==> images/met4.png <==
Cells faint in the background.
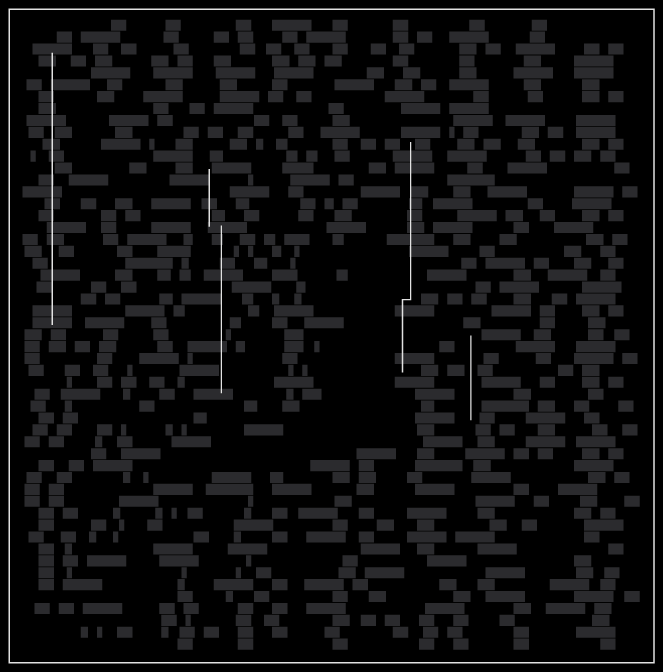
==> images/met1.png <==
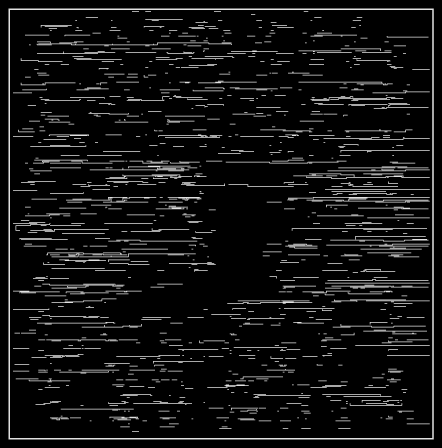
--- src/rtl/mem_arb_pkg.sv ---
// ============================================================================
// Module      : mem_arb_pkg
// Description : Shared types for the IF/MEM memory-port arbiter: the FSM state
//               encoding, the grant owner encoding and a small state helper.
// Revision    : 1.0 - initial release
// ============================================================================
`default_nettype none

package mem_arb_pkg;

  // Arbiter FSM: IDLE -> DM_BUSY | IF_BUSY -> DONE -> IDLE
  typedef enum logic [1:0] {
    IDLE    = 2'd0,
    DM_BUSY = 2'd1,
    IF_BUSY = 2'd2,
    DONE    = 2'd3
  } arb_state_e;

  // Owner of the access currently in flight
  typedef enum logic [1:0] {
    GNT_NONE = 2'd0,
    GNT_DM   = 2'd1,
    GNT_IF   = 2'd2
  } grant_e;

  // True while a memory access is outstanding
  function automatic logic is_busy(input arb_state_e s);
    return (s == DM_BUSY) || (s == IF_BUSY);
  endfunction

endpackage

`default_nettype wire

--- src/rtl/mem_arb_timeout.sv ---
// ============================================================================
// Module      : mem_arb_timeout
// Description : Clearable, enabled cycle counter with an expiry flag. Used by
//               mem_port_arbiter to abort memory accesses that never complete.
//               Only present when MEMARB_TIMEOUT_EN is defined.
// Ports       : clk       - clock, rising edge
//               rst       - asynchronous active-high reset
//               clr_i     - synchronous clear (counter back to 0)
//               en_i      - count enable
//               expired_o - high in the LIMIT-th consecutive enabled cycle
// Revision    : 1.0 - initial release
// ============================================================================
`default_nettype none

`ifdef MEMARB_TIMEOUT_EN
module mem_arb_timeout #(
  parameter int unsigned LIMIT = 64
) (
  input  logic clk,
  input  logic rst,
  input  logic clr_i,
  input  logic en_i,
  output logic expired_o
);

  // Counter only has to reach LIMIT-1, so clog2(LIMIT) bits are enough
  localparam int unsigned CNT_W = (LIMIT < 2) ? 1 : $clog2(LIMIT);

  logic [CNT_W-1:0] cnt_q;

  // Expiry is flagged in the cycle that would complete the LIMIT-th count,
  // so the owner aborts after exactly LIMIT enabled cycles.
  assign expired_o = en_i && (cnt_q == CNT_W'(LIMIT - 1));

  always_ff @(posedge clk or posedge rst) begin
    if (rst) begin
      cnt_q <= '0;
    end else if (clr_i) begin
      cnt_q <= '0;
    end else if (en_i && !expired_o) begin
      cnt_q <= cnt_q + 1'b1;
    end
  end

endmodule
`endif

`default_nettype wire

--- src/rtl/mem_port_arbiter.sv ---
// ============================================================================
// Module      : mem_port_arbiter
// Description : Shares one single-port, variable-latency memory between the
//               IF stage (read-only fetch) and the MEM stage (load/store).
//               MEM has fixed priority over IF since it holds the older
//               instruction. Each access runs a req/ready handshake and ends
//               with a one-cycle done pulse to the owning requester.
// Build macro : MEMARB_TIMEOUT_EN - enables the access timeout (sticky
//               arb_err_o, abort after TIMEOUT_CYCLES busy cycles). Without
//               it BUSY waits forever and arb_err_o stays 0.
// Ports       : clk, rst                      - clock / async active-high reset
//               if_rd_i, if_addr_i            - fetch request
//               if_stall_o, if_done_o, if_rdata_o - fetch status / data
//               dm_rd_i, dm_wr_i, dm_addr_i, dm_wdata_i - load/store request
//               dm_stall_o, dm_done_o, dm_rdata_o - MEM status / load data
//               mem_req_o, mem_we_o, mem_addr_o, mem_wdata_o - memory request
//               mem_rdata_i, mem_ready_i      - memory response
//               arb_err_o                     - sticky timeout flag
// Revision    : 1.0 - initial release
// ============================================================================
`default_nettype none

module mem_port_arbiter
  import mem_arb_pkg::*;
#(
  parameter int ADDR_W         = 16,
  parameter int DATA_W         = 32,
  parameter int TIMEOUT_CYCLES = 64
) (
  input  logic              clk,
  input  logic              rst,
  // IF stage
  input  logic              if_rd_i,
  input  logic [ADDR_W-1:0] if_addr_i,
  output logic              if_stall_o,
  output logic              if_done_o,
  output logic [DATA_W-1:0] if_rdata_o,
  // MEM stage
  input  logic              dm_rd_i,
  input  logic              dm_wr_i,
  input  logic [ADDR_W-1:0] dm_addr_i,
  input  logic [DATA_W-1:0] dm_wdata_i,
  output logic              dm_stall_o,
  output logic              dm_done_o,
  output logic [DATA_W-1:0] dm_rdata_o,
  // Memory
  output logic              mem_req_o,
  output logic              mem_we_o,
  output logic [ADDR_W-1:0] mem_addr_o,
  output logic [DATA_W-1:0] mem_wdata_o,
  input  logic [DATA_W-1:0] mem_rdata_i,
  input  logic              mem_ready_i,
  // Status
  output logic              arb_err_o
);

  arb_state_e        state_q;
  grant_e            grant_q;
  logic              mem_req_q;
  logic              mem_we_q;
  logic [ADDR_W-1:0] mem_addr_q;
  logic [DATA_W-1:0] mem_wdata_q;
  logic              dm_done_q;
  logic              if_done_q;
  logic [DATA_W-1:0] dm_rdata_q;
  logic [DATA_W-1:0] if_rdata_q;
  logic              arb_err_q;

  logic              dm_req;
  logic              timeout;

  assign dm_req = dm_rd_i | dm_wr_i;

`ifdef MEMARB_TIMEOUT_EN
  logic busy;
  assign busy = is_busy(state_q);

  // Counts only cycles still waiting on mem_ready; cleared outside BUSY
  mem_arb_timeout #(
    .LIMIT (TIMEOUT_CYCLES)
  ) u_timeout (
    .clk       (clk),
    .rst       (rst),
    .clr_i     (!busy),
    .en_i      (busy && !mem_ready_i),
    .expired_o (timeout)
  );
`else
  // Parameter kept in the interface so both builds share one instantiation
  logic [31:0] unused_timeout_cycles;
  assign unused_timeout_cycles = 32'(TIMEOUT_CYCLES);
  assign timeout               = 1'b0;
`endif

  // Stalls are combinational so a requester is released in its done cycle.
  // Gating with rst makes them drop the instant reset is applied.
  assign dm_stall_o = dm_req  && !dm_done_q && !rst;
  assign if_stall_o = if_rd_i && !if_done_q && !rst;

  assign mem_req_o   = mem_req_q;
  assign mem_we_o    = mem_we_q;
  assign mem_addr_o  = mem_addr_q;
  assign mem_wdata_o = mem_wdata_q;
  assign dm_done_o   = dm_done_q;
  assign if_done_o   = if_done_q;
  assign dm_rdata_o  = dm_rdata_q;
  assign if_rdata_o  = if_rdata_q;
  assign arb_err_o   = arb_err_q;

  always_ff @(posedge clk or posedge rst) begin
    if (rst) begin
      state_q     <= IDLE;
      grant_q     <= GNT_NONE;
      mem_req_q   <= 1'b0;
      mem_we_q    <= 1'b0;
      mem_addr_q  <= '0;
      mem_wdata_q <= '0;
      dm_done_q   <= 1'b0;
      if_done_q   <= 1'b0;
      dm_rdata_q  <= '0;
      if_rdata_q  <= '0;
      arb_err_q   <= 1'b0;
    end else begin
      case (state_q)
        IDLE: begin
          if (dm_req) begin
            // Simultaneous rd and wr resolves to a write
            state_q     <= DM_BUSY;
            grant_q     <= GNT_DM;
            mem_req_q   <= 1'b1;
            mem_we_q    <= dm_wr_i;
            mem_addr_q  <= dm_addr_i;
            mem_wdata_q <= dm_wdata_i;
          end else if (if_rd_i) begin
            state_q    <= IF_BUSY;
            grant_q    <= GNT_IF;
            mem_req_q  <= 1'b1;
            mem_we_q   <= 1'b0;
            mem_addr_q <= if_addr_i;
          end
        end

        DM_BUSY, IF_BUSY: begin
          // mem_ready has priority over an expiring timeout in the same cycle
          if (mem_ready_i || timeout) begin
            state_q   <= DONE;
            mem_req_q <= 1'b0;
            if (grant_q == GNT_DM) begin
              dm_done_q <= 1'b1;
              if (!mem_we_q) begin
                dm_rdata_q <= mem_ready_i ? mem_rdata_i : '0;
              end
            end else begin
              if_done_q  <= 1'b1;
              if_rdata_q <= mem_ready_i ? mem_rdata_i : '0;
            end
            if (!mem_ready_i) begin
              arb_err_q <= 1'b1;
            end
          end
        end

        DONE: begin
          // Requester inputs still show the finished request: no grant here
          state_q   <= IDLE;
          grant_q   <= GNT_NONE;
          dm_done_q <= 1'b0;
          if_done_q <= 1'b0;
        end

        default: begin
          state_q <= IDLE;
        end
      endcase
    end
  end

endmodule

`default_nettype wire
--- config.mk ---
export PLATFORM = sky130hd
export DESIGN_NAME = mem_port_arbiter
export DESIGN_NICKNAME = d
export VERILOG_FILES = /design/src/rtl/mem_arb_pkg.sv /design/src/rtl/mem_arb_timeout.sv /design/src/rtl/mem_port_arbiter.sv
export SDC_FILE = /design/constraint.sdc
export NUM_CORES = 1
export LEC_CHECK = 0
export CAP_MARGIN = 20
export CELL_PAD_IN_SITES_DETAIL_PLACEMENT = 2
export CELL_PAD_IN_SITES_GLOBAL_PLACEMENT = 2
export CORE_AREA = 2 2 145 147
export CTS_CLUSTER_SIZE = 20
export DETAILED_ROUTE_END_ITERATION = 12
export DIE_AREA = 0 0 147 149
export PLACE_DENSITY_LB_ADDON = 0.1
export SYNTH_ARGS = -nofsm -noshare
export SYNTH_HDL_FRONTEND = slang
export SYNTH_SLANG_ARGS = --single-unit
--- constraint.sdc ---
create_clock -name clk -period 3.9 [get_ports clk]
set_clock_uncertainty 0.15 [all_clocks]
set_input_delay 0.78 -clock clk [delete_from_list [all_inputs] [get_ports clk]]
set_output_delay 0.78 -clock clk [all_outputs]
set_load 0.01 [all_outputs]
==> run summary <==
Implementation results.

The proportion of synthesized chip area in sequential cells is 62.4%. The top cell types in the final layout, fill and taps aside, are sky130_fd_sc_hd__clkdlybuf4s50_1, sky130_fd_sc_hd__dfrtp_1, sky130_fd_sc_hd__mux2_2. Per the run summary, max-cap violations total 0. The number of buffers inserted by post-CTS setup repair is 0. The max-slew violation total from the final report is 0. Among all flip-flop cells after synthesis, the most frequent one is sky130_fd_sc_hd__dfrtp_1.

The buffer type at the clock tree root is sky130_fd_sc_hd__clkbuf_16. The post-placement cell area is 7330 um2. The terminating pin of the worst hold path is mem_addr_o[13]$_DFFE_PP0P_. There are ~120 flip-flops and latches.

The post-synthesis net count is 429. The worst-skew pair later-pin latency is 400 ps. The routed length on met1 is between 5000 and 6000 um. Per STA, the worst path is made up of clkdlybuf4s50_1 > nor2_2 > nor3_1 > clkdlybuf4s50_1. For reference, the critical path is launched at dm_wr_i. Registers take ~3000 um2.

The share of the final layout cell area in sequential cells is 37.5%. The top layer reached by signal wires is met4. All stages included, the depth of the critical timing path comes to 4. The overall routing resource usage is between 10% and 20%. At the end of routability-driven placement, the weighted congestion stood at 0.689.

According to the floorplan report, the die width is 147 um. The cell row count is 53. The number of tap instances is about 280. The number of clock buffers added by TritonCTS is 17. The clock H-tree reported by CTS has 4 levels.

Per STA, the library cell used most along the worst path is sky130_fd_sc_hd__clkdlybuf4s50_1. Entering global routing, the biggest net connects 73 pins. The script reports the combined buffer and inverter count of the critical path as 2. The final report lists the setup-violating endpoint count as 0.

According to the timing report, the data required time at the worst endpoint equals 2970 ps. The count of non-CTS buffers in the layout is ~230. By area the synthesized netlist is led by sky130_fd_sc_hd__dfrtp_1, sky130_fd_sc_hd__mux2_2, sky130_fd_sc_hd__mux2i_1.

After global routing the overflow that remains totals 0. STA lists the startpoint of the worst register-to-register path as state_q[1]$_DFFE_PP0P_. The slew at the pin with the worst max-slew slack is 658 ps. The ratio of total power to cell area is 871 nW/um2. According to the timing report, the arrival time at the worst endpoint equals ~2300 ps. For this run, global-route usage on met3 was measured as 4.80%. The combinational fraction of the cell area is 21.3%. The global routing met2 resource utilization is 21.9%. The highest-delay cell along the critical path is sky130_fd_sc_hd__clkdlybuf4s50_1.

In this run, post-CTS repair resized a total of 0 instances. The leakage power summed over all cells is roughly 0.0033 uW. The die area is around 22000 um2. In this build the clock could be raised as far as approximately 310 MHz. The number of fill cells in the layout is ~2100. Leaving out buffers and inverters, the combinational logic in the layout accounts for between 1500 and 2000 um2. The detail route stage leaves a number of antenna-violating nets equal to 0. The proportion of register bits with asynchronous set or reset after synthesis is 100%. The final antenna diode tally reported by the flow is 0. The top cell family by delay on the critical path is buffers and inverters. The count of TritonRoute iterations in the first routing pass is 4.

The final layout contains between 600 and 700 nets. The post-route core utilization is 38.9%. Between the synthesized netlist and the finished layout, the area growth was recorded as 66.4%.

The buffer levels on the longest clock path is 2. The flow ran to the end, and the final reports show no timing, DRC or antenna violations. The first global-routing pass estimated approximately 22000 um of wire. Per the detail_route report, routed wire per instance is 16.6 um. The final-layout non-clock buffer area share is about 28%. The total count of hold-check failures in the final report is 0. Final hold analysis gives a worst-case slack of approximately 330 ps. The post-route netlist has 23.9% of its cells at a drive strength greater than 1. The remaining routing DRC violations is 0. STA lists the maximum fanout along the critical path as 5. Leaving out the clock tree, the finished layout contains an inverter count of 6.

The initial antenna violation count is 0. The number of placed cells counting well taps is between 800 and 900. In this run the critical register-to-register path is captured at dm_rdata_o[1]$_DFFE_PP0P_. Across all checked pins, the minimum headroom to the slew limit is 56.1%.

The via count of the first global-routing pass is 4000. The layout stage reports a final design area of 8010 um2. The count of buffers from port buffering is ~220.

The final power report lists total power as 6970 uW. The die extent in y is 149 um. The classification of the worst setup path is in2out. Before any placement, the netlist area is recorded as 4810 um2. The number of standard cells reported by yosys is ~320.

The clock tree cell share of total cell area is 8.42%. The period utilization is roughly four fifths.
Back to the opening pictures, met4.png:
The layer holds 1.3% of the routed length. The longest straight run is 61.9 um. The layer carries 186 um of wire. 2 nets have wire on it. The wires run mostly vertical.
total length of routed wires: 13900 um
via count: 3525

Back to the opening pictures, met1.png:
The layer holds 42% of the routed length. The wires run mostly horizontal. The layer carries 5860 um of wire. 577 nets have wire on it. The longest straight run is 46.9 um.
GR Util met1: 15.6%

==> cell families after synthesis <==
group,share of synthesized area [%]
compound gates,3.80
flops,62.4
buf+inv,2.70
fa+ha+maj,0.780
other cells,0.0779
mux,26.9
simple gates,3.38
==> report_power, final <==
group          internal (uW)  leakage [uW]  total, uW  switching [uW]
clock                   1210      0.000327       1800             591
combinational           1790       0.00154       2960            1170
sequential              1880       0.00144       2210             332
==> worst min-delay path, delay by kind of cell, from the launching register on <==
kind	cells	cell delay (ps)
AOI/OAI and AO/OA	1	60
DFF	1	340
and+or+nand+nor	1	50
==> flip-flops by register name (all words and copies together) (netlist names) <==
signal       cells
dm_done_o        1
if_rdata_o      32
mem_addr_o      16
mem_we_o         1
grant_q          2
mem_req_o        1
state_q          2
mem_wdata_o     32
dm_rdata_o      32
if_done_o        1
Power figures rest on the tool's default switching activity, not on a simulated workload.
